==> config.mk <==
export PLATFORM = sky130hd
export DESIGN_NAME = mem_port_arbiter
export DESIGN_NICKNAME = d
export VERILOG_FILES = /design/src/rtl/mem_port_arbiter.sv
export SDC_FILE = /design/constraint.sdc
export NUM_CORES = 1
export LEC_CHECK = 0
export CORE_ASPECT_RATIO = 2
export CORE_UTILIZATION = 36
export CTS_CLUSTER_DIAMETER = 60
export CTS_CLUSTER_SIZE = 28
export DETAILED_ROUTE_END_ITERATION = 8
export PLACE_DENSITY = 0.76
export SLEW_MARGIN = 20
export SYNTH_ARGS = -nofsm -noshare
export SYNTH_HDL_FRONTEND = slang
export SYNTH_SLANG_ARGS = --single-unit
==> constraint.sdc <==
create_clock -name clk -period 1.7 [get_ports clk]
set_input_delay 0.17 -clock clk [delete_from_list [all_inputs] [get_ports clk]]
set_output_delay 0.17 -clock clk [all_outputs]
set_load 0.1 [all_outputs]
==> src/rtl/mem_port_arbiter.sv <==
// mem_port_arbiter: shares one memory-controller port between fetch (req0) and LSU (req1).
// Define MEM_ARB_RR_EN for round-robin tie-break instead of fixed priority with starvation limit.
module mem_port_arbiter #(
  parameter int MEM_LAT = 1,
  parameter int STARVE_LIMIT = 4
) (
  input  logic        clk,
  input  logic        rst,
  input  logic        req0_valid,
  input  logic [31:0] req0_addr,
  output logic        req0_ready,
  output logic        rsp0_valid,
  output logic [31:0] rsp0_data,
  input  logic        req1_valid,
  input  logic [31:0] req1_addr,
  input  logic        req1_we,
  input  logic [31:0] req1_wdata,
  input  logic [3:0]  req1_be,
  output logic        req1_ready,
  output logic        rsp1_valid,
  output logic [31:0] rsp1_data,
  output logic [31:0] mem_address,
  output logic        mem_read_enable,
  output logic        mem_write_enable,
  output logic [31:0] mem_write_data,
  output logic [3:0]  mem_byte_enables,
  input  logic [31:0] mem_read_data,
  output logic        busy
);
  typedef enum logic [1:0] {IDLE, ISSUE, WAIT, RESP} state_t;
  state_t state;
  logic gid, lwe, pick, grant, wr;
  logic [3:0] cnt;
`ifdef MEM_ARB_RR_EN
  logic ptr;
  always_comb pick = (req0_valid && req1_valid) ? ~ptr : !req0_valid;
`else
  logic [3:0] starve;
  always_comb pick = !(req0_valid && (!req1_valid || starve == 4'(STARVE_LIMIT)));
`endif
  // ready is gated by rst so every output reads 0 while reset is held
  assign grant = rst && state == IDLE && (req0_valid || req1_valid);
  assign req0_ready = grant && !pick;
  assign req1_ready = grant && pick;
  assign wr = pick && req1_we;
  assign busy = state != IDLE;
  always_ff @(posedge clk or negedge rst) begin
    if (!rst) begin
      state <= IDLE;
      gid <= 1'b0;
      lwe <= 1'b0;
      cnt <= '0;
`ifdef MEM_ARB_RR_EN
      ptr <= 1'b0;
`else
      starve <= '0;
`endif
      mem_address <= '0;
      mem_read_enable <= 1'b0;
      mem_write_enable <= 1'b0;
      mem_write_data <= '0;
      mem_byte_enables <= '0;
      rsp0_valid <= 1'b0;
      rsp0_data <= '0;
      rsp1_valid <= 1'b0;
      rsp1_data <= '0;
    end else begin
      mem_address <= '0;
      mem_read_enable <= 1'b0;
      mem_write_enable <= 1'b0;
      mem_write_data <= '0;
      mem_byte_enables <= '0;
      rsp0_valid <= 1'b0;
      rsp0_data <= '0;
      rsp1_valid <= 1'b0;
      rsp1_data <= '0;
      case (state)
        IDLE: if (grant) begin
          gid <= pick;
          lwe <= wr;
          mem_address <= pick ? req1_addr : req0_addr;
          mem_read_enable <= !wr;
          mem_write_enable <= wr;
          mem_write_data <= wr ? req1_wdata : '0;
          mem_byte_enables <= wr ? req1_be : 4'hF;
`ifdef MEM_ARB_RR_EN
          ptr <= pick;
`else
          if (!pick) starve <= '0;
          else if (req0_valid && starve != 4'hF) starve <= starve + 4'd1;
`endif
          state <= ISSUE;
        end
        ISSUE: begin
          state <= lwe ? RESP : WAIT;
          cnt <= 4'(MEM_LAT - 1);
          rsp1_valid <= lwe;
        end
        WAIT: if (cnt == 4'd0) begin
          state <= RESP;
          rsp0_valid <= !gid;
          rsp1_valid <= gid;
          rsp0_data <= gid ? '0 : mem_read_data;
          rsp1_data <= gid ? mem_read_data : '0;
        end else cnt <= cnt - 4'd1;
        default: state <= IDLE;
      endcase
    end
  end
endmodule

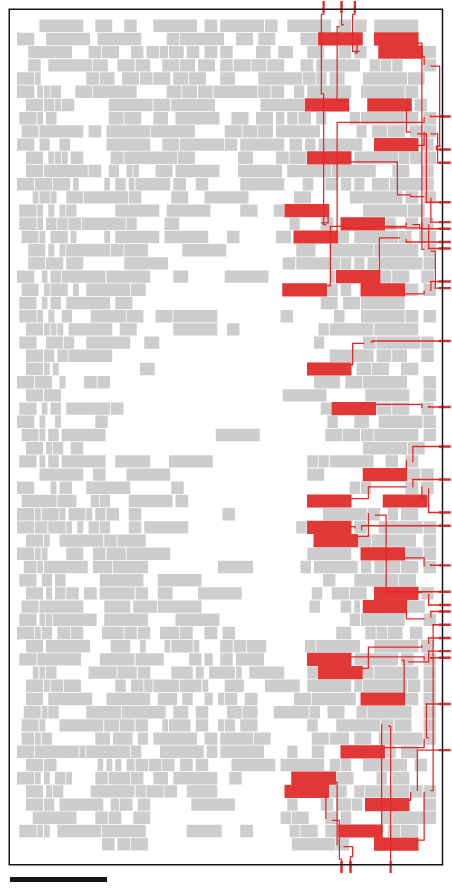
Run 1: wires at chosen ports, followed through buffers
The bar under the picture is 20 um long.
Red shows `rsp1_data`, bits 32, direction output, edge 26 right, 3 top, 3 bottom, end cells 32, buffers 32, wire 733 um.

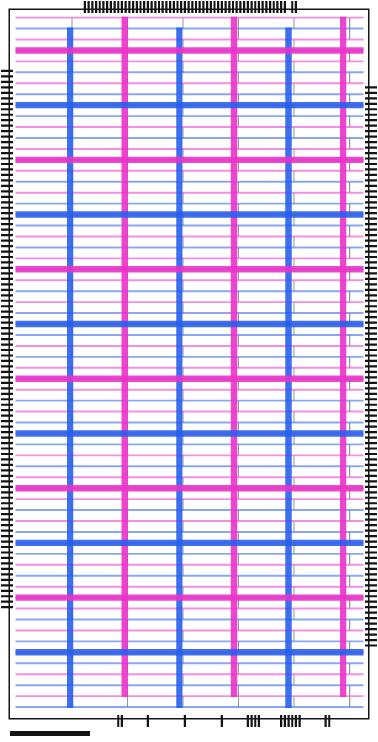
Run 1: power grid
The bar under the picture is 20 um long. Pins as bars on the die edge. Tap cells in gray.
Magenta shows VDD. Blue shows VSS.
6 straps on met4. 276 signal pins sit on the boundary. The core has 63 rows. 195 tap cells. 12 straps on met5.

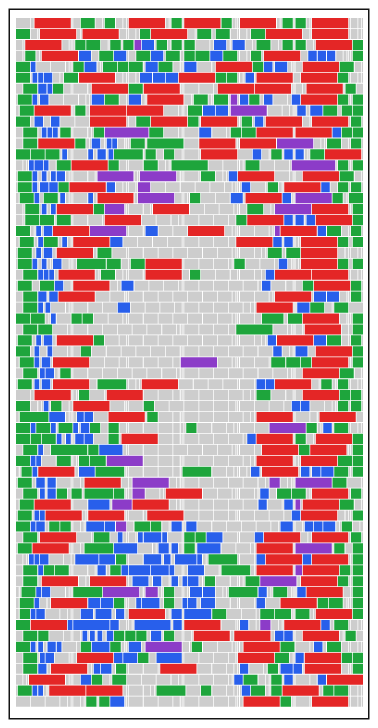
Run 1: placement by cell class
Fill, decap, tap and diode cells in gray.
Blue shows combinational and other logic, cells 268, share of their area 20%. Green shows other buffers and delay cells, cells 319, share of their area 33%. Purple shows clock drivers and dummy loads, cells 32, share of their area 6.4%. Red shows flops, cells 148, share of their area 41%.

[run 1: final timing paths]
| path | from | to | slack [ns] | depth (start not counted) |
|---|---|---|---|---|
| worst min-delay path | rst | mem_read_enable | 0.30 | 5 |
| min in group asynchronous | rst | mem_address[8] | 0.40 | 3 |
| worst max register to register | starve[0] | mem_write_data[0] | -0.10 | 7 |
| max in group asynchronous | rst | mem_write_data[20] | 0.68 | 3 |
| worst min register to register | lwe | lwe | 0.51 | 1 |
| worst max-delay path | starve[0] | req0_ready | -0.21 | 6 |
[run 1: layer usage]
layer / global-route usage (%) / up-vias / routed length, um
li1: - / 2065 / -
met1: 19.73 / 2146 / 5410
met2: 36.70 / 246 / 8966
met3: 6.966 / 27 / 1371
met4: 9.921 / 0 / 477
met5: 0 / - / 0
[run 1: timing repair]
item / in CTS / in global routing
hold endpoints to repair: 148 / 0
pin swaps: 4 / 37
buffers inserted: 9 / 12
setup endpoints to repair: 26 / 106
gates resized: 10 / 47
hold buffers: 1 / 0
gates cloned: 0 / 6
[run 1: critical path: cells and delay by family, from the launching register on]
kind / cells / cell delay (ns)
AND-OR/OR-AND: 1 / 0.27
adder cells (fa/ha/maj): 1 / 0.12
buffers and inverters: 2 / 0.26
flip-flops: 1 / 0.40
AND/OR/NAND/NOR: 2 / 0.28
[run 1: cell type report]
cell class	count	area [um^2]
Clock inverter	11	123.9
Tap cell	195	244.0
Sequential cell	148	3704
Fill cell	1160	5503
Multi-Input combinational cell	254	1720
Clock buffer	21	460.4
Inverter	14	70.07
Timing Repair Buffer	319	2994
[run 1: state kept, by name (all words and copies together) (netlist names)]
register,count
cnt,4
gid,1
lwe,1
mem_address,32
mem_byte_enables,4
mem_read_enable,1
mem_write_data,32
mem_write_enable,1
rsp0_data,32
rsp0_valid,1
rsp1_data,32
rsp1_valid,1
starve,4
state,2
==> job_summary.md, run 1 <==
### Flow metrics

| Metric | Value |
|---|---|
| Status | finished with violations |
| Failing checks | setup timing |
| Slew Limit Fails | 0 |
| Clock Path Buffers | 2 |
| Clock group power | 3.71 mW |
| MaxCap Viol Count | 0 |
| Fin Clk Skew | 0.008965 ns |
| Cts bufs inserted | 17 |
| Registers, synthesis | 148 |
| Area fraction in compound gates | 7.212% |
| Drt pass-1 iters | 4 |
| Setup repair after global routing missed its margin | yes |
| Sw Pwr | 6.966 mW |
| Initial antenna violation count | 0 |
| Worst path cell trace | inv_2, ha_4, nand3b_1, a21o_4, nor2_4, buf_12 |
| Fp util | 36.76% |
| Syn. warnings | 0 |
| PwrDens | 1648 nW/um^2 |
| Clk_lat worst skew | 0.42 ns |
| CTS tree | done |
| Post-route non-filler standard cell count | 962 |
| IO Port Bufs | 275 |
| WP data arrival | 1.74 ns |
| Global-route wire length before repair | 23300 um |
| Grt total ovfl | 0 |
| Largest area contributor in the netlist | dfrtp_1 |
| CP max stage cell | dfrtp_1 |
| Worst path max stage delay | 0.40 ns |
| Worst hold path class | in2reg |
| Commonest flop | dfrtp_1 |
| Xor/xnor share | 0% |
| Top cells by count, synth | dfrtp_1, and2_1, nand2_1 |
| Setup-failing EPs final | 36 |
| Crit path max fanout | 3 |
| Final setup margin | -0.2140 ns |
| Post-route clock period utilization | 112.6% |
| Switching fraction of total power | 45.37% |
| Count of library flops with an enable pin | 0 |
| CTS Root Cell | clkbuf_16 |
| Post-DRT Antenna Nets | 0 |
| Critical path class | reg2out |
| Syn nets | around 600 |
| Yosys top cell by instances | dfrtp_1 |
| Tool warnings | 35 |
| Leak | 4.565 nW |
| 1st-iter DRT viols | 103 |
| Placed cell count | 905 |
| Core ar. | ~15000 um^2 |
| Comb pwr | between 7 and 8 mW |
| Synthesis area per yosys | between 5000 and 6000 um^2 |
| Simple-gate share of the synthesized area | a little under a fifth |
| Chip area | 15660 um^2 |
| Critical Path End Type | output port |
| Most numerous logic cell after layout | buf_4 |
| Routed vias | 4484 |
| Synth Area in Adders | roughly 1.6% |
| Util after Layout | 62.87% |
| Largest net degree at the start of global routing | 131 |
| Slew HR | 54.93% |
| Pwr top | combinational logic |
| Pint | 8.386 mW |
| RD Place Congestion | 0.8082 |
| Layout cell share with drive strength beyond 1 | a little over a third |
==> inputs of run 2 (changes only) <==
--- a/config.mk
+++ b/config.mk
@@ -6,11 +6,11 @@
 export NUM_CORES = 1
 export LEC_CHECK = 0
 export CORE_ASPECT_RATIO = 2
-export CORE_UTILIZATION = 36
+export CORE_UTILIZATION = 43
 export CTS_CLUSTER_DIAMETER = 60
 export CTS_CLUSTER_SIZE = 28
 export DETAILED_ROUTE_END_ITERATION = 8
-export PLACE_DENSITY = 0.76
+export PLACE_DENSITY = 0.85
 export SLEW_MARGIN = 20
 export SYNTH_ARGS = -nofsm -noshare
 export SYNTH_HDL_FRONTEND = slang
==> constraint.sdc (replaced) <==
create_clock -name clk -period 2.45 [get_ports clk]
set_input_delay 0.245 -clock clk [delete_from_list [all_inputs] [get_ports clk]]
set_output_delay 0.245 -clock clk [all_outputs]
set_load 0.1 [all_outputs]
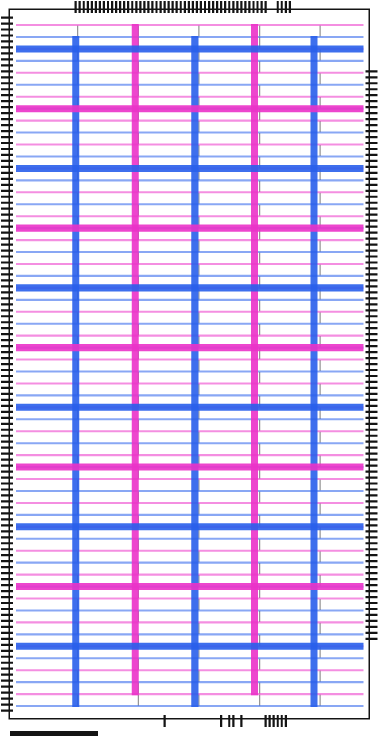
Run 2: power grid
The bar under the picture is 20 um long. Pins as bars on the die edge. Tap cells in gray.
Magenta shows VDD. Blue shows VSS.
The core has 57 rows. 276 signal pins sit on the boundary. 58 met1 rails follow the rows. 147 tap cells.

==> job_summary.md, run 2 <==
### Flow metrics

| Metric | Value |
|---|---|
| Status | complete, no violations |
| Initial antenna violation count | 0 |
| Pwr top | combinational logic |
| Post-route non-filler standard cell count | 880 |
| Setup repair after global routing missed its margin | no |
| Synthesis area per yosys | 5448 um^2 |
| Slew HR | about three fifths |
| PwrDens | approximately 1200 nW/um^2 |
| Critical path class | reg2out |
| Pint | 5.248 mW |
| Global-route wire length before repair | around 23000 um |
| Top cells by count, synth | dfrtp_1, and2_1, nand2_1 |
| Cts bufs inserted | 17 |
| Leak | 4.257 nW |
| Slew Limit Fails | 0 |
| Worst path max stage delay | about 0.42 ns |
| Count of library flops with an enable pin | 0 |
| Area fraction in compound gates | 7.212% |
| Xor/xnor share | 0% |
| Largest area contributor in the netlist | dfrtp_1 |
| Post-DRT Antenna Nets | 0 |
| CTS tree | done |
| 1st-iter DRT viols | 106 |
| Yosys top cell by instances | dfrtp_1 |
| Worst path cell trace | inv_1, ha_1, and2_2, o21ai_2, a21oi_2, buf_12 |
| Worst hold path class | in2async |
| Drt pass-1 iters | 5 |
| Critical Path End Type | output port |
| Tool warnings | 32 |
| I/O pin count | 276 |
| Clock Path Buffers | 2 |
| IO Port Bufs | 275 |
| Layout cell share with drive strength beyond 1 | between 20% and 30% |
| Commonest flop | dfrtp_1 |
| Syn nets | 584 |
| Cts hold-fix bufs | 1 |
| Synth Area in Adders | 1.608% |
| Final min period | 2.280 ns |
| RD Place Congestion | 0.8755 |
| Switching fraction of total power | 47.56% |
| Core ar. | 12270 um^2 |
| Simple-gate share of the synthesized area | 18.19% |
| Registers, synthesis | 148 |
| Routed vias | roughly 4400 |
| Most numerous logic cell after layout | dfrtp_1 |
| CTS-repair resized insts | 0 |
| Sw Pwr | 4.760 mW |
| Chip area | 13150 um^2 |
| Fp util | ~44% |
| Clk_lat worst skew | 0.42 ns |
| Setup-failing EPs final | 0 |
| CTS Root Cell | clkbuf_16 |
| Syn. warnings | 0 |
| Post-route clock period utilization | between 90% and 100% |
| CP max stage cell | dfrtp_1 |
-- run 2: cell counts after synthesis --
Identical to the previous run, type by type.
-- run 2: kinds of logic (layout without fill, tap and decap cells) --
group / Yosys count / after routing
AOI/OAI and AO/OA: 59 / 59
DFF: 148 / 148
and+or+nand+nor: 182 / 182
muxes: 6 / 6
buffers and inverters: 38 / 331
adders and majority gates: 7 / 7
-- run 2: final cells by class --
type | count | area [um^2]
Timing Repair Buffer | 285 | 2521
Multi-Input combinational cell | 254 | 1548
Clock inverter | 14 | 120.1
Tap cell | 147 | 183.9
Sequential cell | 148 | 3704
Fill cell | 880 | 3685
Clock buffer | 18 | 439.2
Inverter | 14 | 66.31
-- run 2: critical path: cells and delay by family (launching register included) --
| kind | cells | cell delay [ns] |
|---|---|---|
| compound gates | 2 | 0.38 |
| buf+inv | 2 | 0.30 |
| simple gates | 1 | 0.23 |
| flops | 1 | 0.42 |
| fa+ha+maj | 1 | 0.27 |
-- run 2: worst paths after layout --
check / from / to / slack, ns / cells after the start
min reg2reg: cnt[0] / cnt[0] / 0.54 / 1
min: rst / starve[1] / 0.29 / 2
min in group clk: req1_wdata[9] / mem_write_data[9] / 0.38 / 2
max reg2reg: state[1] / mem_write_data[4] / 0.58 / 6
max: state[1] / req1_ready / 0.17 / 6
max in group asynchronous: rst / cnt[0] / 1.26 / 3
-- run 2: routing by layer --
| layer | GRT usage, % | part of all wire, % | vias up | wire (um) |
|---|---|---|---|---|
| met3 | 6.497 | 9.5 | 40 | 1435 |
| met4 | 14.35 | 4.3 | 0 | 651 |
| met2 | 43.11 | 53 | 272 | 7988 |
| li1 | - | - | 2000 | - |
| met1 | 24.72 | 34 | 2065 | 5105 |
| met5 | 0 | 0 | - | 0 |
Power and IR drop assume default switching activity.
